Figure 1. Routed clock nets over the placement.
Drawn at 4 px/um.
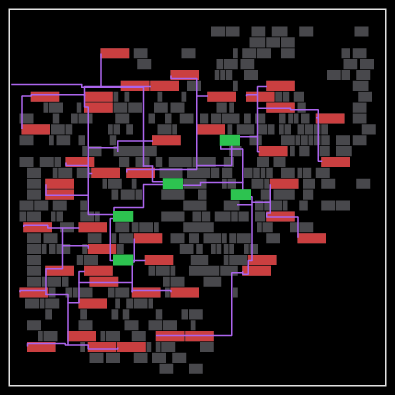
Figure 2. Placement by cell class.
Drawn at 3 px/um.
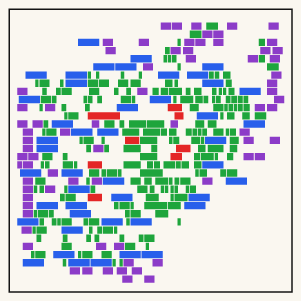
### src/rtl/imem_boot_ctrl.sv
// Boot loader: streams bytes into instruction memory, then releases the CPU from reset.
// Optional checksum byte after the last write is enabled with `define IMEM_LOAD_CHECKSUM_EN.
module imem_boot_ctrl #(
  parameter int WORDS = 64
) (
  input  logic        clk,
  input  logic        rst_n,
  input  logic        boot_start,
  input  logic        ld_valid,
  input  logic [7:0]  ld_data,
  input  logic        ld_last,
  output logic        ld_ready,
  input  logic [7:0]  cpu_pc,
  output logic [7:0]  mem_addr,
  output logic        mem_we,
  output logic [31:0] mem_wdata,
  output logic        cpu_rst_n,
  output logic [6:0]  word_cnt,
  output logic        err
);

  // state | meaning
  // IDLE  | after reset, waiting for boot_start
  // LOAD  | accepting program bytes into the assembly register
  // WRITE | one-cycle write of the assembled word
  // CHECK | accepting the checksum byte (checksum build only)
  // RUN   | CPU released, fetch address passed through
  // ERR   | overflow or checksum failure, waiting for boot_start
  typedef enum logic [2:0] {
    ST_IDLE, ST_LOAD, ST_WRITE, ST_CHECK, ST_RUN, ST_ERR
  } state_t;

  localparam logic [6:0] WordsMax = 7'(WORDS);

  state_t      state_q, state_d;
  logic [6:0]  word_cnt_q, word_cnt_d;
  logic [1:0]  byte_cnt_q, byte_cnt_d;
  logic [31:0] asm_q, asm_d;
  logic        last_q, last_d;
  logic        accept;
`ifdef IMEM_LOAD_CHECKSUM_EN
  logic [7:0]  sum_q, sum_d;
`endif

`ifdef IMEM_LOAD_CHECKSUM_EN
  assign ld_ready = (state_q == ST_LOAD) || (state_q == ST_CHECK);
`else
  assign ld_ready = (state_q == ST_LOAD);
`endif

  assign accept    = ld_valid && ld_ready;
  assign mem_we    = (state_q == ST_WRITE);
  assign mem_addr  = (state_q == ST_RUN) ? cpu_pc : {word_cnt_q[5:0], 2'b00};
  assign mem_wdata = asm_q;
  assign cpu_rst_n = (state_q == ST_RUN);
  assign word_cnt  = word_cnt_q;
  assign err       = (state_q == ST_ERR);

  always_comb begin
    state_d    = state_q;
    word_cnt_d = word_cnt_q;
    byte_cnt_d = byte_cnt_q;
    asm_d      = asm_q;
    last_d     = last_q;
`ifdef IMEM_LOAD_CHECKSUM_EN
    sum_d      = sum_q;
`endif
    case (state_q)
      ST_IDLE, ST_RUN, ST_ERR: begin
        if (boot_start) begin
          state_d    = ST_LOAD;
          word_cnt_d = '0;
          byte_cnt_d = '0;
          asm_d      = '0;
          last_d     = 1'b0;
`ifdef IMEM_LOAD_CHECKSUM_EN
          sum_d      = '0;
`endif
        end
      end
      ST_LOAD: begin
        if (accept) begin
          // A byte arriving with the memory already full is an overflow; nothing is written.
          if (word_cnt_q == WordsMax) begin
            state_d = ST_ERR;
          end else begin
            asm_d[{byte_cnt_q, 3'b000} +: 8] = ld_data;
            byte_cnt_d = byte_cnt_q + 2'd1;
            last_d     = ld_last;
`ifdef IMEM_LOAD_CHECKSUM_EN
            sum_d      = sum_q + ld_data;
`endif
            if ((byte_cnt_q == 2'd3) || ld_last) state_d = ST_WRITE;
          end
        end
      end
      ST_WRITE: begin
        word_cnt_d = word_cnt_q + 7'd1;
        byte_cnt_d = '0;
        asm_d      = '0;
        if (last_q) begin
`ifdef IMEM_LOAD_CHECKSUM_EN
          state_d = ST_CHECK;
`else
          state_d = ST_RUN;
`endif
        end else begin
          state_d = ST_LOAD;
        end
      end
`ifdef IMEM_LOAD_CHECKSUM_EN
      ST_CHECK: begin
        if (accept) state_d = (ld_data == sum_q) ? ST_RUN : ST_ERR;
      end
`endif
      default: state_d = ST_IDLE;
    endcase
  end

  always_ff @(posedge clk) begin
    if (!rst_n) begin
      state_q    <= ST_IDLE;
      word_cnt_q <= '0;
      byte_cnt_q <= '0;
      asm_q      <= '0;
      last_q     <= 1'b0;
`ifdef IMEM_LOAD_CHECKSUM_EN
      sum_q      <= '0;
`endif
    end else begin
      state_q    <= state_d;
      word_cnt_q <= word_cnt_d;
      byte_cnt_q <= byte_cnt_d;
      asm_q      <= asm_d;
      last_q     <= last_d;
`ifdef IMEM_LOAD_CHECKSUM_EN
      sum_q      <= sum_d;
`endif
    end
  end

endmodule

### config.mk
export PLATFORM = sky130hd
export DESIGN_NAME = imem_boot_ctrl
export DESIGN_NICKNAME = d
export VERILOG_FILES = /design/src/rtl/imem_boot_ctrl.sv
export SDC_FILE = /design/constraint.sdc
export NUM_CORES = 1
export LEC_CHECK = 0
export CORE_MARGIN = 2
export CORE_UTILIZATION = 30
export DETAILED_ROUTE_END_ITERATION = 16
export MAX_ROUTING_LAYER = met4
export SYNTH_ARGS = -nofsm -noshare
export SYNTH_HDL_FRONTEND = slang
export SYNTH_SLANG_ARGS = --single-unit
### constraint.sdc
create_clock -name clk -period 3.6 [get_ports clk]
set_input_delay 0.36 -clock clk [delete_from_list [all_inputs] [get_ports clk]]
set_output_delay 0.36 -clock clk [all_outputs]
set_load 0.02 [all_outputs]
==> results.yml <==
# physical design summary
placement:
  io_buffer_count: 71
die:
  tap_cells: 102
  chipArea_sq_um: 8790
  fp_util_pct: 31.1
detailed_routing:
  vias: 2111
  via_per_inst: 4.85
hold_path:
  whs_path_depth: 2
cts:
  clkTransAtPathRegs_ps: 90
  cts_tree: "done"
synthesis:
  synth-xor-area-share_pct: 0
  synth_simple_gate_area_share_pct: 24.9
cells_and_area:
  drive_above_1_share_pct: 9.61
  clock_area_share_pct: 3.58
  finalNetCount: 360
  inv_count: 6
pwr:
  ir_worst_vdd_uv: 166
  p_leak_nw: 1.17
  power_switching_uw: 353
grt:
  grt_overflow: 0
setup_path:
  critPathKind: "reg -> out"
  critPathBufInv: 2
  crit_path_end: "mem_we"
final_timing:
  final_max_slew_viol_count: 0
outcome:
  outcome: "completed"
About Figure 1:
red -> flip-flops  # count 45
purple -> clock wires  # length 631 um
green -> clock-net drivers  # count 5
flops lie = all over the die
final worst clock skew: 13.6 ps
Clock Latency Late Sink: 310 ps
clock power share: 34.8%
P_clk: 413 uW

About Figure 2:
red -> clock drivers and dummy loads  # cells 8
purple -> remaining buffers and delay cells  # cells 73
green -> remaining logic cells  # cells 207
blue -> sequential cells  # cells 45
Seq/total area: 27.1%
design area: 3320 sq um
row cnt: 32

routing by layer:
| metal | vias to the layer above | wire length, um | part of all wire (%) | global-route usage, % |
|---|---|---|---|---|
| met5 | - | 0 | 0 | - |
| met4 | 0 | 0 | 0 | 2.54 |
| met3 | 0 | 315 | 5.2 | 3.85 |
| met2 | 52 | 2830 | 47 | 22.5 |
| met1 | 997 | 2940 | 48 | 18.9 |
| li1 | 1062 | - | - | - |
cell usage after synthesis (all sizes together):
master   n  share of area (%)
dfxtp   45                 37
nand2   45                7.1
nand3   36                7.5
mux2i   35                 14
o21ai   13                4.6
clkbuf  11                1.7
a21oi    9                3.7
nor2     8                1.2
ha       7                3.6
nor2b    7                1.8
inv      6               0.93
mux2     5                2.5
nor4     4                2.3
o21a     4                1.2
buf      3               0.88
o211ai   3                1.1
a21boi   2               0.62
a221oi   2               0.72
a31oi    2               0.52
and2     2               0.52
nand2b   2               0.52
nand3b   2               0.62
nor3     2               0.83
nor3b    2               0.62
o22ai    2               0.52
or3b     2               0.83
a22oi    1               0.31
and3b    1               0.36
o21bai   1               0.31
or2b     1               0.36
or4b     1               0.41
metrics by stage:
stage | hold slack [ps] | setup WS [ps] | total power [mW] | util [%] | instances
6_report | 460 | 981 | 1.19 | 42.8 | 435
5_1_grt | 476 | 848 | 1.24 | 42.8 | 435
4_1_cts | 466 | 969 | 1.20 | 42.8 | 435
3_5_place_dp | 446 | 1310 | 0.786 | 41.2 | 427
3_3_place_gp | 443 | 1360 | 0.786 | 41.2 | 427
2_1_floorplan | 468 | 1800 | 0.703 | - | 266
sequential cells by signal, indices dropped and copies added, names as in the netlist:
signal / count
mem_wdata: 32
last_q: 1
word_cnt: 7
byte_cnt_q: 2
state_q: 3
Power figures rest on the tool's default switching activity, not on a simulated workload.
